==> images/final_placement.png <==
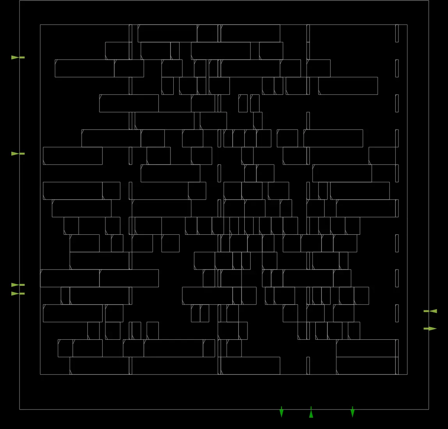
==> images/met2.png <==
Scale: 8 px per um.
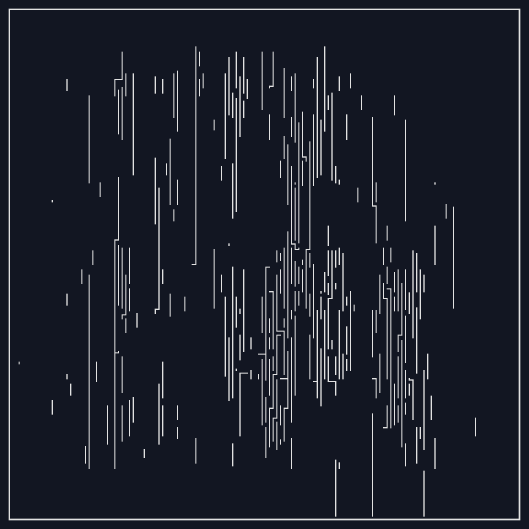
==> images/port_nets.png <==
Scale: 4 px per um.
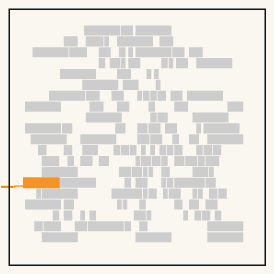
==> images/metal_stack.png <==
Scale: 4 px per um. Only two layers are drawn.
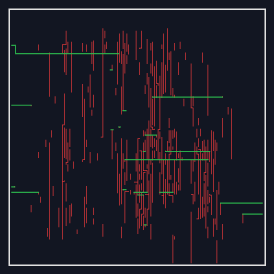
### src/rtl/parking_gate_sensor.sv
// Gate-lane beam decoder: synchronizes and debounces two beam sensors, then
// turns complete A->AB->B (entry) or B->AB->A (exit) passages into inc/dec pulses.
module parking_gate_sensor #(
  parameter int DEBOUNCE_CYCLES = 4,
  parameter int TIMEOUT_CYCLES  = 1000
) (
  input  logic clk,
  input  logic reset,
  input  logic sensor_a,
  input  logic sensor_b,
  input  logic at_max,
  input  logic at_min,
  output logic inc,
  output logic dec,
  output logic fault
);

  localparam int DW = $clog2(DEBOUNCE_CYCLES + 1);
  localparam int TW = $clog2(TIMEOUT_CYCLES + 1);

  typedef enum logic [2:0] {
    IDLE, EN1, EN2, EN3, EX1, EX2, EX3, CLEAR
  } state_t;

  logic [1:0] r_s1, r_s2;
  logic [1:0] w_ab;  // {deb_a, deb_b}

  always_ff @(posedge clk or posedge reset) begin
    if (reset) begin
      r_s1 <= '0;
      r_s2 <= '0;
    end else begin
      r_s1 <= {sensor_a, sensor_b};
      r_s2 <= r_s1;
    end
  end

  // Bit 1 is the street-side beam A, bit 0 the lot-side beam B.
  for (genvar i = 0; i < 2; i++) begin : g_deb
    logic          r_deb;
    logic [DW-1:0] r_cnt;
    always_ff @(posedge clk or posedge reset) begin
      if (reset) begin
        r_deb <= 1'b0;
        r_cnt <= '0;
      end else if (r_s2[i] != r_deb) begin
        if (r_cnt == DW'(DEBOUNCE_CYCLES - 1)) begin
          r_deb <= r_s2[i];
          r_cnt <= '0;
        end else begin
          r_cnt <= r_cnt + 1'b1;
        end
      end else begin
        r_cnt <= '0;
      end
    end
    assign w_ab[i] = r_deb;
  end

  state_t        r_state, w_nxt;
  logic [TW-1:0] r_to;
  logic          w_inc_req, w_dec_req, w_flt, w_timed;

  assign w_timed = (r_state != IDLE) && (r_state != CLEAR);

  always_comb begin
    w_nxt     = r_state;
    w_inc_req = 1'b0;
    w_dec_req = 1'b0;
    w_flt     = 1'b0;
    case (r_state)
      IDLE: case (w_ab)
        2'b10:   w_nxt = EN1;
        2'b01:   w_nxt = EX1;
        2'b11:   w_nxt = CLEAR;
        default: ;
      endcase
      EN1: case (w_ab)
        2'b11:   w_nxt = EN2;
        2'b00:   w_nxt = IDLE;
        2'b01:   begin w_nxt = CLEAR; w_flt = 1'b1; end
        default: ;
      endcase
      EN2: case (w_ab)
        2'b01:   w_nxt = EN3;
        2'b10:   w_nxt = EN1;
        2'b00:   begin w_nxt = CLEAR; w_flt = 1'b1; end
        default: ;
      endcase
      EN3: case (w_ab)
        2'b00:   begin w_nxt = IDLE; w_inc_req = 1'b1; end
        2'b11:   w_nxt = EN2;
        2'b10:   begin w_nxt = CLEAR; w_flt = 1'b1; end
        default: ;
      endcase
      EX1: case (w_ab)
        2'b11:   w_nxt = EX2;
        2'b00:   w_nxt = IDLE;
        2'b10:   begin w_nxt = CLEAR; w_flt = 1'b1; end
        default: ;
      endcase
      EX2: case (w_ab)
        2'b10:   w_nxt = EX3;
        2'b01:   w_nxt = EX1;
        2'b00:   begin w_nxt = CLEAR; w_flt = 1'b1; end
        default: ;
      endcase
      EX3: case (w_ab)
        2'b00:   begin w_nxt = IDLE; w_dec_req = 1'b1; end
        2'b11:   w_nxt = EX2;
        2'b01:   begin w_nxt = CLEAR; w_flt = 1'b1; end
        default: ;
      endcase
      CLEAR: if (w_ab == 2'b00) w_nxt = IDLE;
      default: w_nxt = IDLE;
    endcase
    // A stalled passage (no input change for TIMEOUT_CYCLES) is abandoned.
    if (w_timed && (w_nxt == r_state) && (r_to == TW'(TIMEOUT_CYCLES - 1))) begin
      w_nxt = CLEAR;
      w_flt = 1'b1;
    end
    w_flt = w_flt | (w_inc_req & at_max) | (w_dec_req & at_min);
  end

  always_ff @(posedge clk or posedge reset) begin
    if (reset) begin
      r_state <= IDLE;
      r_to    <= '0;
      inc     <= 1'b0;
      dec     <= 1'b0;
      fault   <= 1'b0;
    end else begin
      r_state <= w_nxt;
      inc     <= w_inc_req & ~at_max;
      dec     <= w_dec_req & ~at_min;
      fault   <= w_flt;
      if (!w_timed || (w_nxt != r_state))
        r_to <= '0;
      else if (r_to != TW'(TIMEOUT_CYCLES - 1))
        r_to <= r_to + 1'b1;
    end
  end

endmodule

### config.mk
export PLATFORM = sky130hd
export DESIGN_NAME = parking_gate_sensor
export DESIGN_NICKNAME = d
export VERILOG_FILES = /design/src/rtl/parking_gate_sensor.sv
export SDC_FILE = /design/constraint.sdc
export NUM_CORES = 1
export LEC_CHECK = 0
export ABC_AREA = 0
export CAP_MARGIN = 20
export CORE_MARGIN = 3
export CORE_UTILIZATION = 45
export DETAILED_ROUTE_END_ITERATION = 7
export DONT_BUFFER_PORTS = 1
export GPL_TIMING_DRIVEN = 0
export RECOVER_POWER = 25
export SLEW_MARGIN = 40
export SYNTH_ARGS = -nofsm -noshare
export SYNTH_HDL_FRONTEND = slang
export SYNTH_SLANG_ARGS = --single-unit
### constraint.sdc
create_clock -name clk -period 2.1 [get_ports clk]
set_input_delay 0.42 -clock clk [delete_from_list [all_inputs] [get_ports clk]]
set_output_delay 0.42 -clock clk [all_outputs]
set_load 0.02 [all_outputs]
==> flow_summary.toml <==
# generated from flow reports
[setup_path]
cp_num_buf_inv = 1
start_kind = "flop"
crit_arrival_ps = 2060
critPathSlowestCell = "nor3_1"
cp-endpoint = "r_state[0]"
reg2reg_depth = 6
cp.depth = 6
reg2reg_slack_ps = 270
r2r_start = "r_to[0]"

[layout]
regMostFlops = "r_to"
nNetsFinal = 157
top_regs = "r_to: 10 flops, g_deb.r_cnt: 6 flops, r_state: 3 flops"
clkbuf_count = 3
buffers = 9
layout.cells.most_common_list = "dfrtp_1 (28), nand2_1 (9), nor2_1 (9)"
logic_gates = 101

[clock_tree]
cts_resized = 0
clock_sinks = 28
clkLatencyLatePin_ps = 330
cts-hold-fix-buffers = 0
post_cts_buffers = 0
clockRootBuffer = "clkbuf_4"
h-tree-depth = 1
cts_tree = "done"

[yosys]
netlist_instances = 143
ys_warn_count = 0
synthTopLogicFamily = "simple AND/OR/NAND/NOR gates"
async_flop_share_pct = 100.0
area_leaders = "dfrtp_1 (47%), nor3_2 (4.7%), xnor2_1 (4.7%), nand3_1 (2.7%), ha_1 (2.5%)"
synth.cells.most_frequent = "dfrtp_1 (28), nand2_1 (9), nor2_1 (9), nand3_1 (8), xnor2_1 (8)"
synthAoiAreaFrac_pct = 13.83
synth.avg_cell_area_um2 = 10.44
yosys.stat.chipArea_um2 = 1493
yosysMostFrequentCell = "dfrtp_1"
synthAdderAreaFrac_pct = 2.515
ys_cells = 143

[placement]
gp_congestion = 0.8538
dp.cells = 187
placed_area_um2 = 1548

[grt]
gr-usage-met3_pct = 2.317
busiest_layer = "met2"
grt_overflow = 0
grt_pass1_wl_um = 4843
antenna_found_initial = 0

[final_timing]
grt_setup_unrepaired = "false"
whs_ps = 93.33
final-hold-violation-count = 0
finalClockSkew_ps = 15.39
period_used_pct = 87.10
setup_viol = 0

[pwr]
leakage_nw = 0.6249
comb_cell_power_mw = 0.991
clock_power_share_pct = 11.6
switchingPower_mw = 0.8389
power_frac_seq_pct = 37.1
p_int_mw = 1.093
total_power_mw = 1.932
peakVddDrop_uv = 534.8
switching_share_pct = 43.43
pg_seq_mw = 0.717

[drt]
drc = 0

[outcome]
outcome = "finished clean"

[floorplan]
chipArea_um2 = 4044
rows = 20
die_x_um = 63.60
die_y_um = 63.60

[worst_hold_path]
hold_class = "input port to flop"
Notes on final_placement.png above:
fill count: 313
Well Taps: 44

Notes on met2.png above:
nets with wire on the layer: 136
wire length on this layer: 1180 um
main direction: vertical
share of all routed wire: 43%
longest straight run: 28.6 um
Routed WL: 2720 um
met2 GRT Util: 22.95%
vias: 1075

Notes on port_nets.png above:
legend:
  orange:
    port: `sensor_a`
    direction: input
    edge: west
    end_cells: 1
    buffers: 0
    wire: 4.40 um

Notes on metal_stack.png above:
legend:
  red:
    layer: met2
    wire_length: 1180 um
  green:
    layer: met3
    wire_length: 118 um

